Fig. 1: nets reached from selected ports
The bar under the picture is 20 um long.
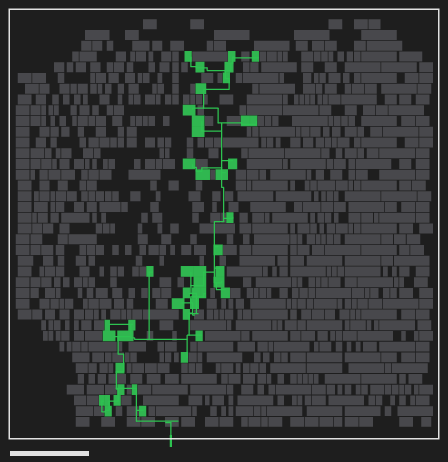
Fig. 2: signal wires on met1
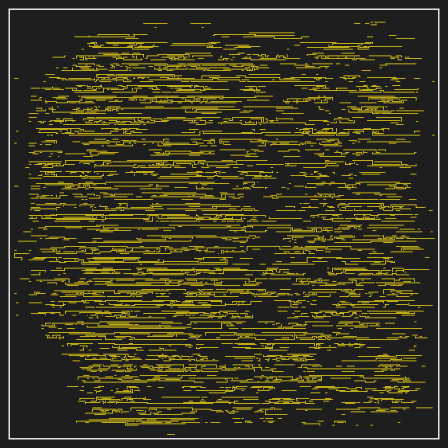
Fig. 3: clock wires, drivers and flops
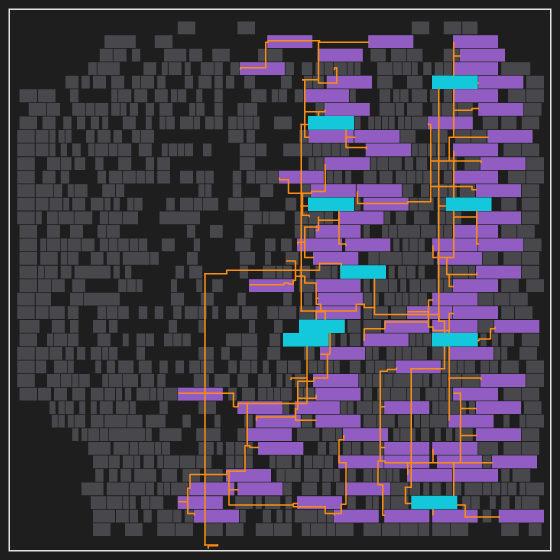
Fig. 4: sequential cells grouped by signal name
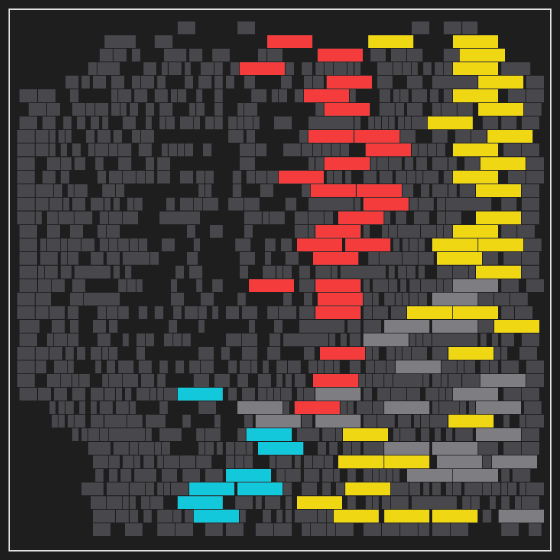
==> config.mk <==
export PLATFORM = sky130hd
export DESIGN_NAME = fp_add_norm_round_pipe_flat
export DESIGN_NICKNAME = d
export VERILOG_FILES = /design/src/rtl/fp_pkg.sv /design/src/rtl/fp_add_norm_round_pipe_if.sv /design/src/rtl/fp_lzc.sv /design/src/rtl/fp_add_norm_round_pipe.sv /design/src/flat_wrapper.sv
export SDC_FILE = /design/constraint.sdc
export NUM_CORES = 1
export LEC_CHECK = 0
export CORE_UTILIZATION = 55
export CTS_CLUSTER_DIAMETER = 50
export CTS_CLUSTER_SIZE = 14
export DETAILED_ROUTE_END_ITERATION = 10
export HOLD_SLACK_MARGIN = 0.15
export PLACE_DENSITY = 0.92
export SYNTH_ARGS = -nofsm -noshare
export SYNTH_HDL_FRONTEND = slang
export SYNTH_SLANG_ARGS = --single-unit
==> constraint.sdc <==
create_clock -name CLK -period 4.1 [get_ports CLK]
set_input_delay 0.82 -clock CLK [delete_from_list [all_inputs] [get_ports CLK]]
set_output_delay 0.82 -clock CLK [all_outputs]
set_load 0.02 [all_outputs]
==> deck_impl_summary.md <==
Run Summary

Layout
  – Most common logic cells in the final layout: 101 x o21ai_0, 90 x clkdlybuf4s50_1, 88 x dfrtp_1
  – Fillers: slightly above 800

Setup path
  – Kind of end point of the critical path: flip-flop
  – CP max stage cell: or4_4
  – FF-to-FF path depth: 14

Synthesis
  – Post-synth EDFFs: 0
  – Synth Register Bits: 88
  – Synth Seq Share: between 30% and 40%
  – Mux area share: 1.73%
  – Compound-Gate Fraction of Synth Area: 29.4%

Die
  – Core Region: ~11000 um2

Global routing
  – M3 GR Usage: between 3 and 4%
  – Gr busiest metal: met2
  – Met2 Resource Use GR: roughly 59%

Placement
  – Routability Congestion: slightly below 1

Clock tree
  – Worst skew pair latency: approximately 350 ps
  – Root Driver: clkbuf_16
  – CTS HTree Levels: 3

STA
  – Final Max Tran Viols: 0
  – Setup TNS: 0 ps
  – Slew headroom: approximately 29%

Worst hold path
  – Hold depth: 2

Status
  – Status: completed
Notes on Fig. 1 above:
Green shows `bus_in_carry`, bits 1, direction input, end cells 45, buffers 2, wire 298 um.
number of port buffers: 91
# IOs: 92

Notes on Fig. 2 above:
856 nets have wire on it. The layer holds 41% of the routed length.
wirelength, routed: 19800 um
GR met1 Demand/Resource: 46.4%

Notes on Fig. 3 above:
Orange shows clock wires, length 990 um. Purple shows flip-flops, count 88. Cyan shows cells driving clock nets, count 9.
There are 10 routed clock nets.
clk_skew: 14.0 ps
clock power share: 22.1%

Notes on Fig. 4 above:
Red shows `u_core.s1_mant`, placed flops 26. Cyan shows `u_core.s1_exp`, placed flops 8, where bottom middle. Yellow shows `u_core.bus.out_result`, placed flops 32.
Another 22 sequential cells are not coloured.
Seq/total area: 28.2%
Seq. pwr: 0.00130 W
Reg area: 2200 um2
Util after Layout: 71.3%

-- cell usage after synthesis (17+ instances only) --
cell type / count / area [um2]
nand2_1: 80 / 300
o21ai_0: 101 / 505
nor3_1: 17 / 85.1
dfrtp_1: 88 / 2200
xnor2_1: 20 / 175
nand3_1: 42 / 210
a21oi_1: 42 / 210
a22o_1: 24 / 210
inv_1: 18 / 67.6
nor2_1: 77 / 289
clkbuf_1: 39 / 146
a22oi_1: 19 / 143
-- layout make-up --
cell class                      count  area [um2]  area share, %
Multi-Input combinational cell    621        3770           48.3
Clock inverter                      6        45.0          0.577
Clock buffer                       10         229           2.94
Tap cell                          140         175           2.25
Timing Repair Buffer              142        1300           16.7
Inverter                           20        75.1          0.962
Sequential cell                    88        2200           28.2
-- metrics by stage --
stage | hold slack, ps | area, um2 | util (%) | setup slack (ps)
2_1_floorplan | 442 | 6220 | - | 440
4_1_cts | 499 | 7780 | 71.2 | 198
3_3_place_gp | 454 | 7500 | 68.6 | 80.6
6_report | 497 | 7800 | 71.3 | 218
3_5_place_dp | 481 | 7500 | 68.6 | -144
5_1_grt | 515 | 7800 | 71.3 | -2.31
-- kinds of logic after synthesis --
logic type      count (synthesis)
flops                          88
fa+ha+maj                      12
compound gates                280
buf+inv                        69
xor+xnor                       36
other cells                     1
mux                             9
simple gates                  282
-- routing by layer --
metal,wire length [um],part of all wire [%]
met5,0,0
met4,590,3.0
met3,1500,7.6
met2,9640,49
met1,8100,41
-- critical path: cells and delay by family --
family                   cells  cell delay (ps)
adder cells (fa/ha/maj)      1              290
XOR/XNOR                     1              170
AND/OR/NAND/NOR              5             1100
AND-OR/OR-AND                6             1280
buffers and inverters        2              480
-- report_power, final --
part / switching, W / total [W] / leakage [nW] / internal, W
logic: 0.000743 / 0.00137 / 1.96 / 0.000624
registers: 0.000206 / 0.00130 / 1.08 / 0.00110
clock network: 0.000347 / 0.000759 / 0.125 / 0.000412
-- what timing repair did --
item | 4_1_cts | 5_1_grt
pin swaps | 0 | 1
resized | 1 | 1
cloned | 0 | 1
setup endpoints to repair | 23 | 23
Power is estimated from default activity; no workload was simulated.
